### src/rtl/crc_pkg.sv
// Shared presets and FSM state encoding for the framed CRC engine.
package crc_pkg;

    // Common CRC presets
    localparam logic [7:0]  CRC8_POLY           = 8'h07;
    localparam logic [7:0]  CRC8_LEGACY_RESIDUE = 8'hAC;
    localparam logic [15:0] CRC16_CCITT_POLY    = 16'h1021;
    localparam logic [15:0] CRC16_CCITT_INIT    = 16'hFFFF;
    localparam logic [31:0] CRC32_POLY          = 32'h04C11DB7;

    // Frame state: IDLE = no frame open, RUN = frame open
    typedef enum logic {
        IDLE = 1'b0,
        RUN  = 1'b1
    } crc_state_t;

endpackage

### src/rtl/crc_step.sv
// Combinational CRC update over one data beat: Galois form, MSB of data first.
module crc_step #(
    parameter int unsigned      CRC_W  = 8,
    parameter logic [CRC_W-1:0] POLY   = CRC_W'(8'h07),
    parameter int unsigned      DATA_W = 1
) (
    input  logic [CRC_W-1:0]  crc_in,
    input  logic [DATA_W-1:0] data,
    output logic [CRC_W-1:0]  crc_out
);

    logic [CRC_W-1:0] crc_acc;
    logic             fb;

    // Unrolled per-bit shift/xor, data[DATA_W-1] consumed first
    always_comb begin
        crc_acc = crc_in;
        fb      = 1'b0;
        for (int i = int'(DATA_W) - 1; i >= 0; i--) begin
            fb      = crc_acc[CRC_W-1] ^ data[i];
            crc_acc = {crc_acc[CRC_W-2:0], 1'b0} ^ (fb ? POLY : '0);
        end
        crc_out = crc_acc;
    end

endmodule

### src/rtl/crc_engine.sv
// Framed CRC generator/checker with sof/eof framing, valid stall, result strobe
// and residue pass/fail flag.
module crc_engine
    import crc_pkg::*;
#(
    parameter int unsigned      CRC_W   = 8,
    parameter logic [CRC_W-1:0] POLY    = CRC_W'(CRC8_POLY),
    parameter logic [CRC_W-1:0] INIT    = '0,
    parameter logic [CRC_W-1:0] XOROUT  = '0,
    parameter int unsigned      DATA_W  = 1,
    parameter logic [CRC_W-1:0] RESIDUE = '0
) (
    input  logic              CLK,
    input  logic              RST,
    input  logic [DATA_W-1:0] din,
    input  logic              din_valid,
    input  logic              sof,
    input  logic              eof,
    output logic              busy,
    output logic [CRC_W-1:0]  CRC_OUT,
    output logic              CRC_VALID,
    output logic              CRC_OK
);

    crc_state_t       state;
    logic [CRC_W-1:0] crc_reg;
    logic [CRC_W-1:0] step_in;
    logic [CRC_W-1:0] step_out;

    // A sof beat (or any beat while idle) starts from INIT; otherwise continue the open frame
    assign step_in = (state == RUN && !sof) ? crc_reg : INIT;

    crc_step #(
        .CRC_W  (CRC_W),
        .POLY   (POLY),
        .DATA_W (DATA_W)
    ) u_step (
        .crc_in  (step_in),
        .data    (din),
        .crc_out (step_out)
    );

    // busy is the registered state itself
    assign busy = (state == RUN);

    // Frame FSM, running CRC register and registered result outputs
    always_ff @(posedge CLK) begin
        if (!RST) begin
            state     <= IDLE;
            crc_reg   <= INIT;
            CRC_OUT   <= '0;
            CRC_VALID <= 1'b0;
            CRC_OK    <= 1'b0;
        end else begin
            CRC_VALID <= 1'b0;
            // Beats without sof while idle are dropped; a sof while running aborts silently
            if (din_valid && (sof || state == RUN)) begin
                if (eof) begin
                    CRC_OUT   <= step_out ^ XOROUT;
                    CRC_OK    <= (step_out == RESIDUE);
                    CRC_VALID <= 1'b1;
                    crc_reg   <= INIT;
                    state     <= IDLE;
                end else begin
                    crc_reg   <= step_out;
                    state     <= RUN;
                end
            end
        end
    end

endmodule

### config.mk
export PLATFORM = sky130hd
export DESIGN_NAME = crc_engine
export DESIGN_NICKNAME = d
export VERILOG_FILES = /design/src/rtl/crc_pkg.sv /design/src/rtl/crc_step.sv /design/src/rtl/crc_engine.sv
export SDC_FILE = /design/constraint.sdc
export NUM_CORES = 1
export LEC_CHECK = 0
export CAP_MARGIN = 5
export CELL_PAD_IN_SITES_DETAIL_PLACEMENT = 2
export CELL_PAD_IN_SITES_GLOBAL_PLACEMENT = 2
export CORE_MARGIN = 1
export CORE_UTILIZATION = 33
export CTS_CLUSTER_DIAMETER = 150
export DETAILED_ROUTE_END_ITERATION = 16
export MAX_ROUTING_LAYER = met4
export PLACE_DENSITY_LB_ADDON = 0.1
export SYNTH_ARGS = -nofsm -noshare
export SYNTH_HDL_FRONTEND = slang
export SYNTH_HIERARCHICAL = 1
export SYNTH_SLANG_ARGS = --single-unit
### constraint.sdc
create_clock -name CLK -period 3.6 [get_ports CLK]
set_input_delay 0.36 -clock CLK [delete_from_list [all_inputs] [get_ports CLK]]
set_output_delay 0.36 -clock CLK [all_outputs]
set_load 0.02 [all_outputs]
**M2 wires**

The bar under the picture is 20 um long.
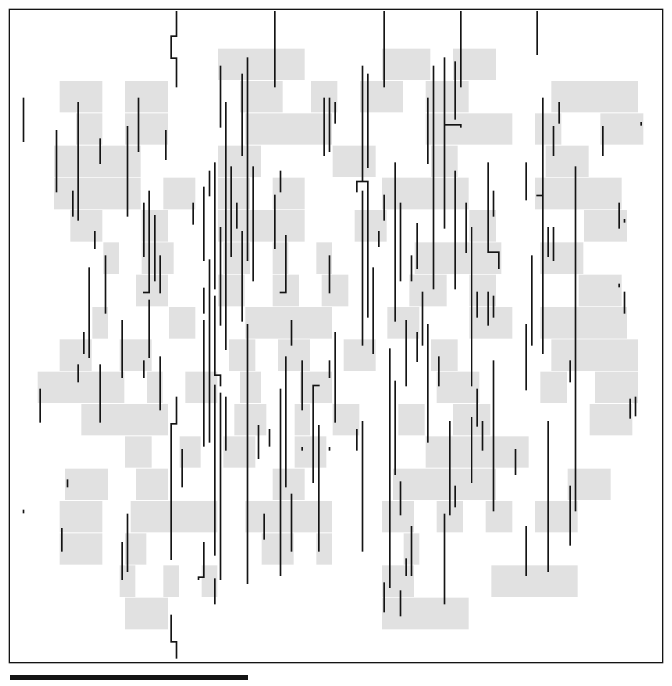
longest straight run = 28.9 um
share of all routed wire = 43%
nets with wire on the layer = 100
wire length on this layer = 857 um
main direction = vertical

**Congestion heat map**

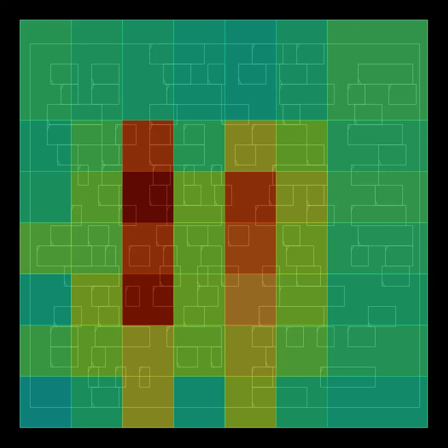
final core utilization: 0.421
met3 GRT Util: 0.0410

**Routed metal, one colour a layer**

Only two layers are drawn.
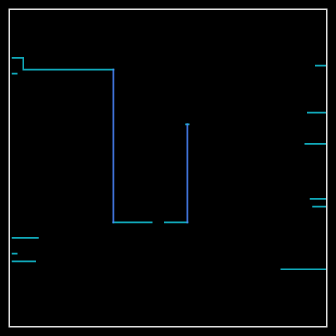
M4 -> blue  # wire length 43.5 um
M3 -> cyan  # wire length 60.2 um
final wirelength: 1980 um
WL per Instance: 14.8 um
via count: 672
GRT Overall Usage: 0.162

==> ci_impl_report.md <==
### Flow metrics

| Metric | Value |
|---|---|
| Reg power frac | 0.587 |
| CTS Root Cell | clkbuf_4 |
| DIE AREA | approximately 0.0030 mm2 |
| Setup repair after global routing missed its margin | false |
| DRT iter0 DRCs | 2 |
| Post-Place Cell Area | approximately 0.0011 mm2 |
| Setup CP Type | in2reg |
| Final max-slew violation count | 0 |
| CTS sink count | 19 |
| Num ports | 17 |
| Worst path cell trace | clkdlybuf4s50_1, nor2b_1, and2_1, xor3_1, nor4_1, a31o_1 |
| Worst EP arrival | between 2 and 2.5 ns |
| Maximum fanout along the worst path | 8 |
| Pin count of the biggest net entering global routing | 20 |
| Chip Width | between 50 and 60 um |
| Final Skew | approximately 0.0048 ns |
| Net Switching | 0.0916 mW |
| Critical path endpoint category | flop |
| Cell count after synthesis | 93 |
| Mux share | 0.0867 |
| Final setup fails | 0 |
| Top cells by count, synth | 19 x dfxtp_1, 10 x nand2_1, 9 x nor2b_1 |
| CTS tree | done |
| Yosys top cell by area | dfxtp_1 |
| Top post-synthesis cells by area | dfxtp_1 41%, mux2i_1 8.7%, a21boi_0 6.5% |
| Top-count cell post-synth | dfxtp_1 |
| # rows | 18 |
| Pwr Density | 341 mW/mm2 |
| Crit-path leading delay family | simple AND/OR/NAND/NOR gates |
| Max cap viols | 0 |
| Cts hold-fix bufs | 0 |
| Yosys xor share | 0.0610 |
| Setup_tns | 0 ns |
| First-pass GRT wire length | 3240 um |
| DRT antenna net count | 0 |
| CTS Buffer Depth | 2 |
| Worst-Margin Slew | 0.604 ns |
| CTS clk-pin slew, worst paths | around 0.11 ns |
| Crit path launch type | input port |
| Sw Ratio | 0.249 |
| Mean post-synth cell area | around 9.9 um2 |
| Placeable Area | 0.00257 mm2 |
| Complex Gates by Area | 0.102 |
| Via density | around 5.0 |
| Fin crit period | roughly 2.1 ns |
| Synth unique cells | 21 |
| Drt first pass iters | 2 |
| Vias in the first global route | 672 |
| #FFs+latches synth | 19 |
| Total gr overflow | 0 |
| Achievable Freq | between 0.4 and 0.5 GHz |
| Post-CTS Setup Bufs | 0 |
| Chip Height | roughly 55 um |
| Logic area | ~470 um2 |
| Yosys stat cell total | roughly 93 |
| Internal power | 0.277 mW |
| Clock group share of total power | 0.297 |
| Drt drc | 0 |
| Flip-flops with a built-in enable | 0 |
| H-tree levels | 1 |
| Combinational Power Share | 0.117 |
| Diode count | 0 |
| Top logic family | simple AND/OR/NAND/NOR gates |
| Leakage | ~0.42 nW |
| Worst skew pair latency | 0.30 ns |
| GP Congestion | between 0.6 and 0.7 |
| Tool Warnings | 26 |
| Layout cells sized above 1 | 0.0577 |
| WP data required | 3.86 ns |
| Fin. Hold Viols | 0 |
| Basic Gates by Area | 0.257 |
| Register area | about 380 um2 |
| Max-slew headroom | 0.595 |
| Slowest CP cell | clkdlybuf4s50_1 |
| Post-cts gate resize count | 0 |
| Ys async rst share | 0 |
| VDD IR max | 0.205 mV |
| Total power draw | roughly 0.37 mW |
| Yosys warns | 6 |
| CTS buffer count | 3 |
| Register area share after synthesis | 0.412 |
| Commonest flop | dfxtp_1 |
| Yosys Chip Area | ~900 um2 |
| Port buffer count | 16 |
| Post-DP HPWL | ~1400 um |
| Final Cycle Share | 0.594 |
| Layout Nets | about 110 |
| Initial Util | 0.360 |
| Top cell area share | 0.412 |
| Outcome | finished, final reports clean |
| Syn_nets | approximately 99 |
| Hold WS | 0.470 ns |
| Worst hold path class | reg2reg |
| Slowest stage delay, CP | 0.48 ns |
| Crit path buf inv count | 1 |
| Adder share | 0 |
| Post-Syn Area | a little over 900 um2 |
| Initial antenna violation count | 0 |
| Fillers | between 200 and 300 |
**Cell sizes after repair**

The bar under the picture is 20 um long.
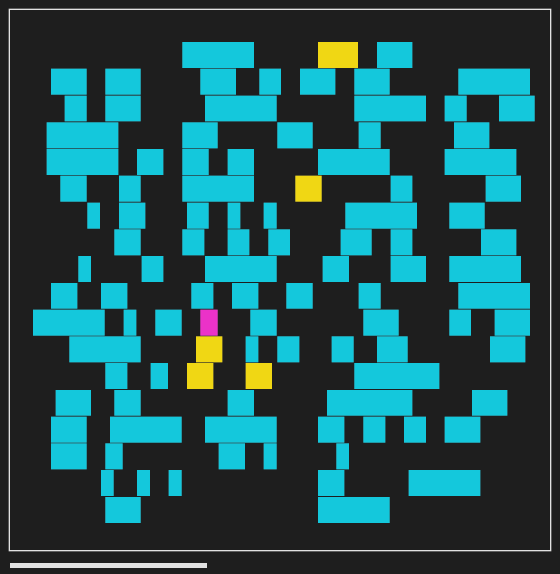
x3 and x4 -> yellow  # cells 5, share 4.8%, most used clkbuf_4
x2 -> magenta  # cells 1, share 0.96%, most used clkinv_2
x1 and smaller -> cyan  # cells 98, share 94%, most used dfxtp_1
fin area: 0.00108 mm2
area grow syn2layout: 17.1%
Setup WS post-layout: 1.46 ns
bufs w/o clock: 17

**Metal 1**

The bar under the picture is 20 um long. Supply wires on this layer in grey.
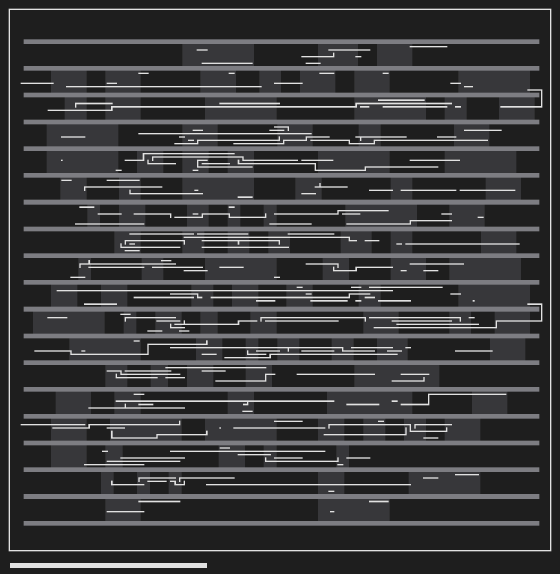
wire length on this layer = 1020 um
longest straight run = 34.0 um
main direction = horizontal
nets with wire on the layer = 98

[area by class of cell]
type | count | area share
Sequential cell | 19 | 0.352
Timing Repair Buffer | 17 | 0.155
Clock inverter | 1 | 0.00463
Tap cell | 30 | 0.0347
Multi-Input combinational cell | 64 | 0.433
Clock buffer | 3 | 0.0208
[power groups by stage]
stage          Clock (mW)  Combinational [mW]  Sequential, mW
2_1_floorplan           0              0.0251           0.223
3_3_place_gp            0              0.0432           0.221
3_5_place_dp            0              0.0436           0.221
4_1_cts             0.116              0.0440           0.216
5_1_grt             0.125              0.0470           0.217
6_report            0.109              0.0430           0.216
[cells in the final DEF (no fill, tap or decap), drive strengths merged]
master         netlist  final
a21boi               8      8
a21oi                1      1
a31o                 1      1
and2                 8      8
and3                 2      2
buf                  8      1
clkbuf               2      3
clkdlybuf4s50        0     16
clkinv               0      1
dfxtp               19     19
mux2i                8      8
nand2               10     10
nand3b               8      8
nor2                 1      1
nor2b                9      9
nor4                 2      2
o211ai               1      1
o21a                 1      1
o21ai                1      1
xor2                 1      1
xor3                 2      2
[metal layers]
metal,global-route usage,wire (um),share of wire
met2,0.241,857,0.43
met4,0.0875,43,0.022
met1,0.200,1020,0.51
met3,0.0410,60,0.030
met5,-,0,0
[worst register-to-register path, stage by stage (launching register included)]
cell	delay, ns
dfxtp_1	0.45
nor2b_1	0.44
and2_1	0.29
xor3_1	0.38
nor4_1	0.29
a31o_1	0.17
[through the flow]
stage | setup WS [ns] | std cells
after CTS | 1.45 | 134
after detailed placement | 1.14 | 130
after global placement | 1.21 | 130
final | 1.46 | 134
after global routing | 1.32 | 134
after floorplan | 1.75 | 93
[kinds of logic after synthesis]
family / after synthesis
multiplexers: 8
AND/OR/NAND/NOR: 40
flip-flops: 19
XOR/XNOR: 3
AND-OR/OR-AND: 13
buffers and inverters: 10
[path summary, 6_finish.rpt]
path | start | end | slack [ns] | cells past startpoint
min | crc_reg[0]$_SDFFE_PN0P_ | crc_reg[0]$_SDFFE_PN0P_ | 0.47 | 2
max reg2reg | busy$_SDFFE_PN0P_ | CRC_OK$_SDFFE_PN0P_ | 1.53 | 5
min reg2reg | crc_reg[0]$_SDFFE_PN0P_ | crc_reg[0]$_SDFFE_PN0P_ | 0.47 | 2
max | sof | CRC_OK$_SDFFE_PN0P_ | 1.46 | 6
Power is estimated from default activity; no workload was simulated.
